## config.mk

```make
export PLATFORM = sky130hd
export DESIGN_NAME = result_mux12to1_stream
export DESIGN_NICKNAME = d
export VERILOG_FILES = /design/src/rtl/result_mux12to1_stream.sv
export SDC_FILE = /design/constraint.sdc
export NUM_CORES = 1
export LEC_CHECK = 0
export CAP_MARGIN = 30
export CORE_ASPECT_RATIO = 2
export CORE_MARGIN = 5
export CORE_UTILIZATION = 51
export DETAILED_ROUTE_END_ITERATION = 10
export PLACE_DENSITY = 0.82
export SKIP_LAST_GASP = 1
export SLEW_MARGIN = 20
export SYNTH_ARGS = -nofsm -noshare
export SYNTH_HDL_FRONTEND = slang
export SYNTH_SLANG_ARGS = --single-unit
```

## constraint.sdc

```tcl
create_clock -name clk -period 5.3 [get_ports clk]
set_clock_uncertainty 0.05 [all_clocks]
set_input_delay 0.53 -clock clk [delete_from_list [all_inputs] [get_ports clk]]
set_output_delay 0.53 -clock clk [all_outputs]
set_load 0.005 [all_outputs]
```

## src/rtl/result_mux12to1_stream.sv

```systemverilog
// Collects twelve result lanes in one capture and streams them out one lane per
// accepted beat, tagging each beat with its 1..12 lane select code.
module result_mux12to1_stream #(
  parameter int unsigned DATA_W  = 8,
  parameter int unsigned N_LANES = 12
) (
  input  logic                      clk,
  input  logic                      rst,
  input  logic [DATA_W*N_LANES-1:0] lanes_in,
  input  logic                      load,
  output logic                      busy,
  output logic [DATA_W-1:0]         out_data,
  output logic [3:0]                out_sel,
  output logic                      out_valid,
  input  logic                      out_ready,
  output logic                      done
);

  localparam logic [3:0] LAST_SEL = 4'(N_LANES);

  typedef enum logic {IDLE, SEND} state_t;

  state_t            state;
  logic [DATA_W-1:0] bank [N_LANES];

  logic hs_c;
  logic final_c;
  logic capture_c;

  // A new frame is accepted when idle, or on the final beat for back-to-back frames.
  assign hs_c      = out_valid && out_ready;
  assign final_c   = hs_c && (out_sel == LAST_SEL);
  assign capture_c = load && ((state == IDLE) || final_c);

  always_ff @(posedge clk) begin
    if (rst) begin
      state     <= IDLE;
      busy      <= 1'b0;
      out_data  <= '0;
      out_sel   <= 4'd0;
      out_valid <= 1'b0;
      done      <= 1'b0;
      for (int k = 0; k < int'(N_LANES); k++) begin
        bank[k] <= '0;
      end
    end else begin
      done <= final_c;
      if (capture_c) begin
        for (int k = 0; k < int'(N_LANES); k++) begin
          bank[k] <= lanes_in[DATA_W*k +: DATA_W];
        end
        state     <= SEND;
        busy      <= 1'b1;
        out_valid <= 1'b1;
        out_sel   <= 4'd1;
        out_data  <= lanes_in[DATA_W-1:0];
      end else if (final_c) begin
        state     <= IDLE;
        busy      <= 1'b0;
        out_valid <= 1'b0;
        out_sel   <= 4'd0;
        out_data  <= '0;
      end else if (hs_c) begin
        // Tag k lives at bank[k-1], so the next lane is bank[current tag].
        out_sel  <= out_sel + 4'd1;
        out_data <= bank[out_sel];
      end
    end
  end

endmodule

```

==> deck_impl_summary.md <==
Run Summary

Run status
  – Status: finished clean

Finish
  – Final core occ: 67.1%
  – NonClk Buf Share: between 10% and 20%
  – MI comb area: 0.00183 mm²
  – Layout clock area frac: 4.65%
  – Comb/total area: 27.3%
  – NumNets Final: 596
  – Max reg flops: 96
  – Fin cells: 634
  – Plain + repair buffers: 120
  – FILL cells: 745
  – Invs w/o clock: 3
  – Largest regs: bank (96), out_data (8), out_sel (4)
  – Reg area: 0.00316 mm²
  – Largest Register: bank
  – #MultiIn Comb: 250

Yosys
  – Synthesized-area fraction occupied by adder cells: 0.487%
  – Simple Share, Synth: 18.2%
  – Top cells by area: edfxtp_1 56%, mux2i_1 9.5%, and2_2 7.2%
  – Mapped Area: 0.00514 mm²
  – Asr flop ratio synth: 0%
  – Synthesized area per cell: 13.1 µm²
  – Top cells by count: 96 x edfxtp_1, 49 x and2_2, 49 x mux2i_1
  – Synth logic family: simple AND/OR/NAND/NOR gates
  – Main flop type: edfxtp_1
  – Mux share: 9.98%
  – # Cells Yosys: a little under 400
  – Yosys stat chip area: 0.00514 mm²

STA
  – Worst Tran Pin Value: 686 ps
  – Crit path time final: between 2000 and 3000 ps
  – Hold WS: between 400 and 500 ps
  – Final setup fails: 0
  – Period utilisation layout: between 40% and 50%
  – Post-route setup TNS: 0 ps
  – Max-slew violation count: 0
  – Hold Violations, Final: 0
  – RSZ-0062 raised after global routing: false
  – Final worst setup slack: 2780 ps

Worst setup path
  – Setup CP Type: reg2reg
  – Maximum fanout along the worst path: 68
  – CP top delay family: flip-flops
  – Crit. End Element: flip-flop
  – WP buf/inv: 2
  – Worst reg2reg path depth: 6
  – Worst r2r src: out_sel[1]
  – Crit path arrival time: around 2500 ps
  – CP Data Required Time: roughly 5300 ps
  – Worst Setup EP: bank[10][0]
  – Worst R2R End: bank[10][0]
  – Levels on crit path: 6
  – Crit start category: flip-flop
  – CP peak stage delay: 770 ps
  – Worst Setup SP: out_sel[1]
  – Worst path cell trace: inv_1, ha_1, nand4_4, nand2_1, a21o_4, buf_16

Placed design
  – GP Congestion: 0.907
  – Post-DP Area: approximately 0.0064 mm²
  – Number of I/O port buffers: 114

Route
  – First-pass DRT Iterations: 5
  – Via-to-Cell Ratio: 5.35
  – Post-Route WL: 11800 µm
  – WL/cell: 18.6 µm
  – Routed wl met2: 6640 µm
  – Met1 WL: 4140 µm
  – Met3 routed WL: a little under 600 µm

Clock tree
  – CTS tree: yes
  – # hold bufs at CTS: 0
  – Postcts setup bufs: 0
  – H-Tree Depth: 3
  – Worst-path clk slew: approximately 70 ps
  – Root Driver: clkbuf_16
  – Post-CTS sizing: 0
  – Buffers from clock root to sink, at most: 2
  – Clk Latency, worst-skew pair: 340 ps

GRT
  – Most used routing layer: met2
  – Met2 Usage GRT: 36.7%
  – Vias in the first global route: about 3500
  – GR Layer Usage met1: approximately 22%

Power
  – Worst IR Drop VDD: around 0.27 mV
  – Clock net power: 0.702 mW
  – Logic pwr share: about an eighth
  – Net Sw Power: 0.421 mW
  – Sequential Power Share: 52.3%
  – Seq group: 1.04 mW
  – Leading power group: sequential cells
  – PwrDens: 294 mW/mm²

Min path
  – WHS Path Cells: 2
  – Hold path endpoint: out_data[6]

Run
  – Max-cap violations: 0

Floorplan
  – Die ar.: ~0.012 mm²
  – Die H: ~150 µm
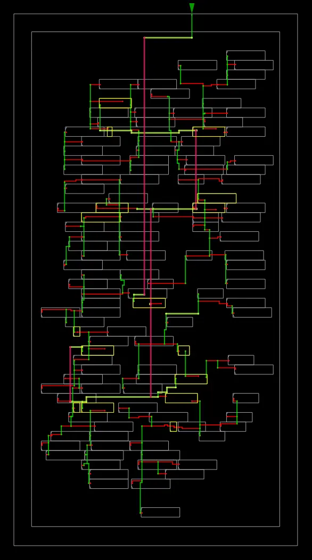
**Above:** clock nets.
Flops: 110
CLK BUF: 9
TritonCTS Sinks: 110
Num CTS Buffers: 9

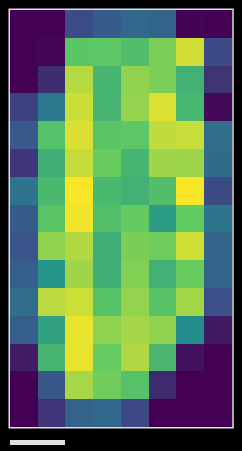
**Above:** cell area per tile.
Scale bar: 20 µm. The die is cut into 8 by 15 equal tiles; dark purple is low, yellow is high, 0 to 100% covered.
emptiest ninth of the die = lower right
fullest tile = 100%
mean over tiles = 53%
nearly empty tiles = 13%
tiles over 75% full = 34%

No activity file was given, so power comes from the tool's default toggle rates.
